`src/rtl/ll_req_issuer.sv`:
```
// rtl/ll_req_issuer.sv - command FIFO and request sequencer for the linked-list engine
//
// Buffers host commands in a FIFO_DEPTH-entry FIFO and issues them one at a time
// to the linked-list engine, waiting for the response before issuing the next.
// Optional response watchdog: define LL_REQ_ISSUER_TIMEOUT_EN.
//
// Ports:
//   clk, reset_n                      clock, asynchronous active-low reset
//   host_cmd_vld / host_cmd_rdy       host command handshake
//   host_main_op, host_spec, host_ll_num, host_pos, host_data   command fields
//   req_vld, req_main_op, req_spec, req_ll_num_in, req_pos, req_data   engine request
//   intf_ready                        engine accepts the request
//   resp_gen_cmpltd                   engine response-complete pulse
//   busy                              FIFO non-empty or a command in flight
//   cmd_done                          one-cycle pulse per completed command
//   timeout_err                       sticky watchdog error (0 when watchdog absent)
//   issued_cnt, done_cnt              wrapping 8-bit request/response counters
module ll_req_issuer #(
    parameter int FIFO_DEPTH         = 4,
    parameter int TIMEOUT_CYCLES     = 200,
    parameter int MAINOP_WIDTH       = 3,
    parameter int SPEC_WIDTH         = 2,
    parameter int HEADPTR_ADDR_WIDTH = 4,
    parameter int NODENUM_WIDTH      = 8,
    parameter int DATA_WIDTH         = 8
) (
    input  logic                          clk,
    input  logic                          reset_n,
    input  logic                          host_cmd_vld,
    output logic                          host_cmd_rdy,
    input  logic [MAINOP_WIDTH-1:0]       host_main_op,
    input  logic [SPEC_WIDTH-1:0]         host_spec,
    input  logic [HEADPTR_ADDR_WIDTH-1:0] host_ll_num,
    input  logic [NODENUM_WIDTH-1:0]      host_pos,
    input  logic [DATA_WIDTH-1:0]         host_data,
    output logic                          req_vld,
    output logic [MAINOP_WIDTH-1:0]       req_main_op,
    output logic [SPEC_WIDTH-1:0]         req_spec,
    output logic [HEADPTR_ADDR_WIDTH-1:0] req_ll_num_in,
    output logic [NODENUM_WIDTH-1:0]      req_pos,
    output logic [DATA_WIDTH-1:0]         req_data,
    input  logic                          intf_ready,
    input  logic                          resp_gen_cmpltd,
    output logic                          busy,
    output logic                          cmd_done,
    output logic                          timeout_err,
    output logic [7:0]                    issued_cnt,
    output logic [7:0]                    done_cnt
);

    localparam int AW    = $clog2(FIFO_DEPTH);
    localparam int CMD_W = MAINOP_WIDTH + SPEC_WIDTH + HEADPTR_ADDR_WIDTH
                         + NODENUM_WIDTH + DATA_WIDTH;

    localparam logic [AW:0]   FULL_CNT = (AW+1)'(FIFO_DEPTH);
    localparam logic [AW:0]   CNT_ONE  = (AW+1)'(1);
    localparam logic [AW-1:0] PTR_ONE  = AW'(1);

    localparam logic [1:0] ST_IDLE  = 2'd0;
    localparam logic [1:0] ST_ISSUE = 2'd1;
    localparam logic [1:0] ST_WAIT  = 2'd2;

    // ---------------- command FIFO ----------------
    logic [CMD_W-1:0] mem_q [FIFO_DEPTH];
    logic [AW-1:0]    wr_ptr_q, wr_ptr_d;
    logic [AW-1:0]    rd_ptr_q, rd_ptr_d;
    logic [AW:0]      count_q, count_d;
    logic             fifo_full;
    logic             fifo_empty;
    logic             push;
    logic             pop;
    logic [CMD_W-1:0] cmd_in;
    logic [CMD_W-1:0] head;

    // ---------------- sequencer ----------------
    logic [1:0]       state_q, state_d;
    logic             req_vld_q, req_vld_d;
    logic [CMD_W-1:0] req_cmd_q, req_cmd_d;
    logic             cmd_done_q, cmd_done_d;
    logic [7:0]       issued_cnt_q, issued_cnt_d;
    logic [7:0]       done_cnt_q, done_cnt_d;

`ifdef LL_REQ_ISSUER_TIMEOUT_EN
    localparam logic [7:0] WDOG_LAST = 8'(TIMEOUT_CYCLES - 1);
    logic [7:0] wdog_q, wdog_d;
    logic       timeout_err_q, timeout_err_d;
`endif

    assign fifo_full    = (count_q == FULL_CNT);
    assign fifo_empty   = (count_q == '0);
    assign host_cmd_rdy = ~fifo_full;
    // A full FIFO refuses the push even when a pop happens in the same cycle.
    assign push   = host_cmd_vld & ~fifo_full;
    // Pop only from the registered count, so a fresh entry is visible next cycle.
    assign pop    = (state_q == ST_IDLE) & ~fifo_empty;
    assign cmd_in = {host_main_op, host_spec, host_ll_num, host_pos, host_data};
    assign head   = mem_q[rd_ptr_q];

    always_comb begin
        wr_ptr_d = wr_ptr_q;
        rd_ptr_d = rd_ptr_q;
        count_d  = count_q;
        if (push) begin
            wr_ptr_d = wr_ptr_q + PTR_ONE;
        end
        if (pop) begin
            rd_ptr_d = rd_ptr_q + PTR_ONE;
        end
        if (push && !pop) begin
            count_d = count_q + CNT_ONE;
        end else if (!push && pop) begin
            count_d = count_q - CNT_ONE;
        end
    end

    // Storage needs no reset: entries are only read once written.
    always_ff @(posedge clk) begin
        if (push) begin
            mem_q[wr_ptr_q] <= cmd_in;
        end
    end

    always_comb begin
        state_d      = state_q;
        req_vld_d    = req_vld_q;
        req_cmd_d    = req_cmd_q;
        cmd_done_d   = 1'b0;
        issued_cnt_d = issued_cnt_q;
        done_cnt_d   = done_cnt_q;
`ifdef LL_REQ_ISSUER_TIMEOUT_EN
        wdog_d        = wdog_q;
        timeout_err_d = timeout_err_q;
`endif
        case (state_q)
            ST_IDLE: begin
                if (pop) begin
                    req_cmd_d = head;
                    req_vld_d = 1'b1;
                    state_d   = ST_ISSUE;
                end
            end
            ST_ISSUE: begin
                if (intf_ready) begin
                    issued_cnt_d = issued_cnt_q + 8'd1;
                    req_vld_d    = 1'b0;
                    state_d      = ST_WAIT;
`ifdef LL_REQ_ISSUER_TIMEOUT_EN
                    wdog_d       = 8'd0;
`endif
                end
            end
            ST_WAIT: begin
                // A response in the expiry cycle still completes the command.
                if (resp_gen_cmpltd) begin
                    done_cnt_d = done_cnt_q + 8'd1;
                    cmd_done_d = 1'b1;
                    state_d    = ST_IDLE;
                end
`ifdef LL_REQ_ISSUER_TIMEOUT_EN
                else if (wdog_q == WDOG_LAST) begin
                    timeout_err_d = 1'b1;
                    state_d       = ST_IDLE;
                end else begin
                    wdog_d = wdog_q + 8'd1;
                end
`endif
            end
            default: begin
                state_d   = ST_IDLE;
                req_vld_d = 1'b0;
            end
        endcase
    end

    always_ff @(posedge clk or negedge reset_n) begin
        if (!reset_n) begin
            wr_ptr_q     <= '0;
            rd_ptr_q     <= '0;
            count_q      <= '0;
            state_q      <= ST_IDLE;
            req_vld_q    <= 1'b0;
            req_cmd_q    <= '0;
            cmd_done_q   <= 1'b0;
            issued_cnt_q <= 8'd0;
            done_cnt_q   <= 8'd0;
        end else begin
            wr_ptr_q     <= wr_ptr_d;
            rd_ptr_q     <= rd_ptr_d;
            count_q      <= count_d;
            state_q      <= state_d;
            req_vld_q    <= req_vld_d;
            req_cmd_q    <= req_cmd_d;
            cmd_done_q   <= cmd_done_d;
            issued_cnt_q <= issued_cnt_d;
            done_cnt_q   <= done_cnt_d;
        end
    end

`ifdef LL_REQ_ISSUER_TIMEOUT_EN
    always_ff @(posedge clk or negedge reset_n) begin
        if (!reset_n) begin
            wdog_q        <= 8'd0;
            timeout_err_q <= 1'b0;
        end else begin
            wdog_q        <= wdog_d;
            timeout_err_q <= timeout_err_d;
        end
    end
    assign timeout_err = timeout_err_q;
`else
    assign timeout_err = 1'b0;
`endif

    assign req_vld    = req_vld_q;
    assign {req_main_op, req_spec, req_ll_num_in, req_pos, req_data} = req_cmd_q;
    assign cmd_done   = cmd_done_q;
    assign issued_cnt = issued_cnt_q;
    assign done_cnt   = done_cnt_q;
    assign busy       = ~fifo_empty | (state_q != ST_IDLE);

endmodule

```
`config.mk`:
```
export PLATFORM = sky130hd
export DESIGN_NAME = ll_req_issuer
export DESIGN_NICKNAME = d
export VERILOG_FILES = /design/src/rtl/ll_req_issuer.sv
export SDC_FILE = /design/constraint.sdc
export NUM_CORES = 1
export LEC_CHECK = 0
export CAP_MARGIN = 20
export CORE_AREA = 4 4 115 117
export CTS_CLUSTER_DIAMETER = 30
export CTS_CLUSTER_SIZE = 16
export DETAILED_ROUTE_END_ITERATION = 16
export DIE_AREA = 0 0 119 121
export HOLD_SLACK_MARGIN = 0.02
export PLACE_DENSITY = 0.7
export SLEW_MARGIN = 20
export SYNTH_ARGS = -nofsm -noshare
export SYNTH_HDL_FRONTEND = slang
export SYNTH_SLANG_ARGS = --single-unit
```
`constraint.sdc`:
```
create_clock -name clk -period 2.55 [get_ports clk]
set_clock_uncertainty 0.2 [all_clocks]
set_input_delay 0.51 -clock clk [delete_from_list [all_inputs] [get_ports clk]]
set_output_delay 0.51 -clock clk [all_outputs]
set_load 0.02 [all_outputs]
```
==> impl_metrics.json <==
{
  "rr_worst_depth": 8,
  "async_flop_share_pct": 34.21,
  "path_max_fanout": 5,
  "vias_per_cell": 5.036,
  "fillCellCount": 923,
  "die_height_um": 121,
  "die_w_um": 119,
  "slew_viol_final": 0,
  "yosys_area_um2": 5883,
  "synth-main-ff-cell": "edfxtp_1",
  "warning_count": 29,
  "final.setup.tns_ps": 0,
  "rsz0062_at_grt": "no",
  "synthTopCellsByCount": "edfxtp_1, dfrtp_1, mux2_2, mux4_2, xnor2_1",
  "area_growth_syn_to_layout_pct": 26.99,
  "power.density_nw_per_um2": 1246,
  "path_class": "reg -> out",
  "finalHoldViolCount": 0,
  "most_common_cell": "edfxtp_1",
  "place_ws_ps": 25.97,
  "ant_nets": 0,
  "cellLeakagePower_nw": 2.791,
  "cts.sinks": 152,
  "drtPass1Iterations": 4,
  "fp_util_pct": 47.59,
  "syn_avg_cell_area_um2": 19.81,
  "cts_root_buf": "clkbuf_16",
  "n_antenna_cell": 0,
  "globalplace.congestion": 0.7907,
  "drv_cap": 0,
  "period_needed_ps": 2478,
  "crit_path_end_kind": "output port",
  "fmax_mhz": 403.6,
  "grt-ovfl-total": 0,
  "die_area_um2": 14400,
  "grt_pass1_vias": 3148,
  "worst-endpoint-required_ps": 1840,
  "io-pin-count": 76,
  "setup_viol_count_final": 0,
  "ys_warn_count": 0,
  "yosysCellCount": 297,
  "synth_cell_type_count": 38,
  "numSynthFlops": 152,
  "topCellsByArea": "edfxtp_1, dfrtp_1, mux4_2",
  "syn-num-nets": 335,
  "grt_pass1_wl_mm": 16.73,
  "netlist_area_um2": 5883,
  "clkLatencyLatePin_ps": 410,
  "min_path_cells": 1,
  "clockBufferDepth": 2,
  "finalCritPeriodShare_pct": 97.16,
  "peakVddDrop_mv": 0.8447,
  "worstHoldPathType": "reg -> reg",
  "top_area_cell": "edfxtp_1",
  "cts_buffers": 17,
  "htreeDepth": 4,
  "drtIter0Drc": 159,
  "syn-instance-count": 297,
  "nNetsFinal": 432,
  "drc": 0,
  "cp-start-kind": "flop",
  "synth-edff-count": 100,
  "port_buffers": 74,
  "drive_above_1_share_pct": 24.08,
  "top_cell_area_share_pct": 51.04,
  "clkTransAtPathRegs_ps": 60,
  "critPathArrivalTime_ps": 1770,
  "cts_tree": "done",
  "antenna_found_initial": 0,
  "hpwl_mm": 6.611,
  "outcome": "complete, no violations",
  "grt_max_degree": 27,
  "synth_seq_share_pct": 73.16,
  "post-route-worst-setup-slack_ps": 72.32
}
## layout by cell type (no fill, tap or decap), types with 6 or more instances in the layout
master           Yosys  layout
nand2_1              8       8
edfxtp_1           100     100
ha_1                 7       7
mux4_1               7       7
buf_4                1      14
mux4_2              18      18
xor2_1               9       9
clkbuf_16            0      17
mux2_2              25      25
dfrtp_1             52      50
nor2_1               6       6
xnor2_1             11      11
clkdlybuf4s50_1      0      72
## cells by family (layout without fill, tap and decap cells)
logic type	count (synthesis)	count (layout)	synth area share, %
mux	53	53	15.57
xor+xnor	20	20	2.977
buf+inv	17	127	2.042
simple gates	41	41	3.807
other cells	1	1	0.06374
compound gates	5	5	0.5529
fa+ha+maj	8	8	1.829
flops	152	152	73.16
## per-stage QoR
stage | hold WS [ps] | utilization, % | instances | power [W] | area, um2
floorplan | 14.41 | - | 297 | 0.005798 | 5883
global placement | 256.8 | 55.48 | 546 | 0.006843 | 6859
detailed placement | 264.3 | 55.48 | 546 | 0.006932 | 6859
CTS | 272.2 | 60.42 | 579 | 0.009450 | 7470
global route | 288.1 | 60.43 | 579 | 0.009832 | 7471
finish | 267.9 | 60.43 | 579 | 0.009307 | 7471
## critical path: stages (launching register included)
cell and delay [ps]:
dfrtp_1 420, or3_4 440, nand2b_1 160, dlygate4sd2_1 330
## state kept, by name, indices dropped and copies added, names as in the netlist
name / flops
wr_ptr_q: 2
rd_ptr_q: 2
mem_q: 100
state_q: 2
req_cmd_q: 25
req_vld: 1
count_q: 3
issued_cnt: 8
cmd_done: 1
done_cnt: 8
## power by group
part	leakage (nW)	switching (W)	internal [W]
combinational	0.957	0.00144	0.00163
clock	0.285	0.000926	0.00155
sequential	1.55	0.000379	0.00337
## worst paths after layout
path / slack [ps] / end / startpoint
min in group asynchronous: 390 / issued_cnt[4]$_DFFE_PN0P_ / reset_n
max: 70 / busy / count_q[1]$_DFFE_PN0P_
max in group asynchronous: 1060 / rd_ptr_q[0]$_DFFE_PN0P_ / reset_n
max reg2reg: 330 / count_q[2]$_DFFE_PN0P_ / count_q[1]$_DFFE_PN0P_
min reg2reg: 270 / issued_cnt[7]$_DFFE_PN0P_ / issued_cnt[7]$_DFFE_PN0P_
min: 270 / issued_cnt[7]$_DFFE_PN0P_ / issued_cnt[7]$_DFFE_PN0P_
## repair_timing
action | 4_1_cts | 5_1_grt
gates resized | 2 | 1
buffers inserted | 0 | 0
endpoints found under the hold margin | 21 | 0
cloned | 0 | 0
endpoints found under the setup margin | 1 | 1
hold buffers | 1 | 0
## cell type report
type                       instances  area [um2]  share of cell area, %
sequential                       152        4307                  57.65
multi-input combinational        128        1464                  19.59
timing repair buffer              90       869.6                  11.64
clock buffer                      19       442.9                  5.929
tap                              172       215.2                  2.881
clock inverter                    13       153.9                  2.060
inverter                           5       18.77                 0.2512
## metal layers
layer	GRT usage, %	routed length (um)
met1	19.94	4450
met4	5.214	121
met2	24.66	5026
met3	5.501	587
met5	0	0
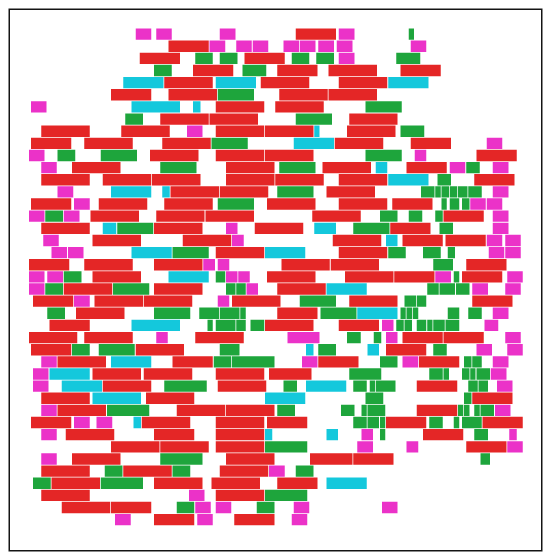
class_map.png
legend:
  remaining buffers and delay cells:
    colour: magenta
    cells: 90
  remaining logic cells:
    colour: green
    cells: 133
  sequential cells:
    colour: red
    cells: 152
  clock drivers and dummy loads:
    colour: cyan
    cells: 32
fin util: 60.43%
Rows: 41
final instance area: 7471 um2
sequential cell area share: 57.65%
Core ar.: 12360 um2

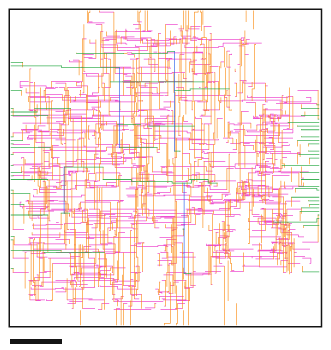
layers.png
Scale bar: 20 um.
legend:
  M4:
    colour: blue
    wire_length: 121 um
  M1:
    colour: magenta
    wire_length: 4450 um
  M3:
    colour: green
    wire_length: 587 um
  M2:
    colour: orange
    wire_length: 5030 um
final WL: 10.19 mm
routed length per placed instance: 17.59 um

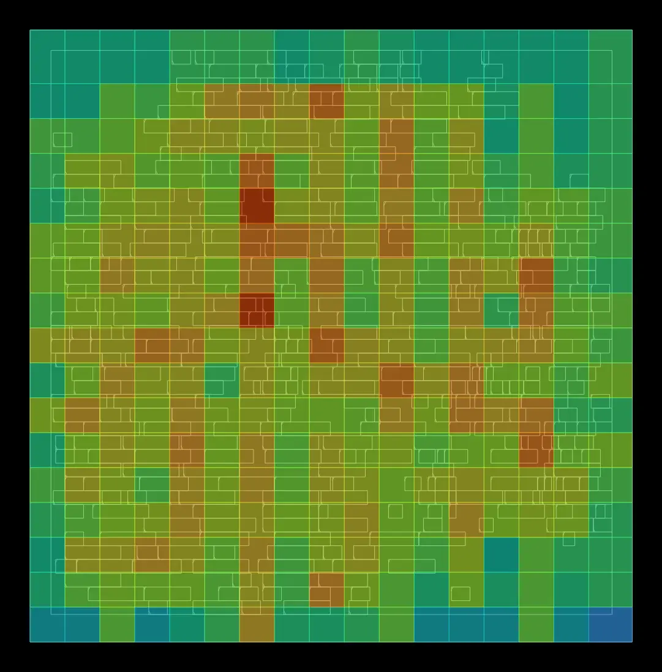
congestion_map.png
met3 track utilization from global routing: 5.501%
GRT Util Overall: 15.48%

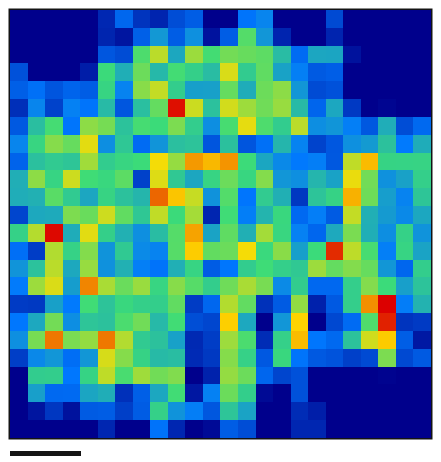
route_heat.png
Scale bar: 20 um. The die is cut into 24 by 24 equal tiles; dark blue is low, red is high, scaled to the fullest tile. Values are wire area over tile area, all layers added.
densest ninth of the die: middle
nearly empty tiles: 17%
tiles over half the peak: 25%
fullest tile: 0.33
vias: 2916

Power and IR drop assume default switching activity.
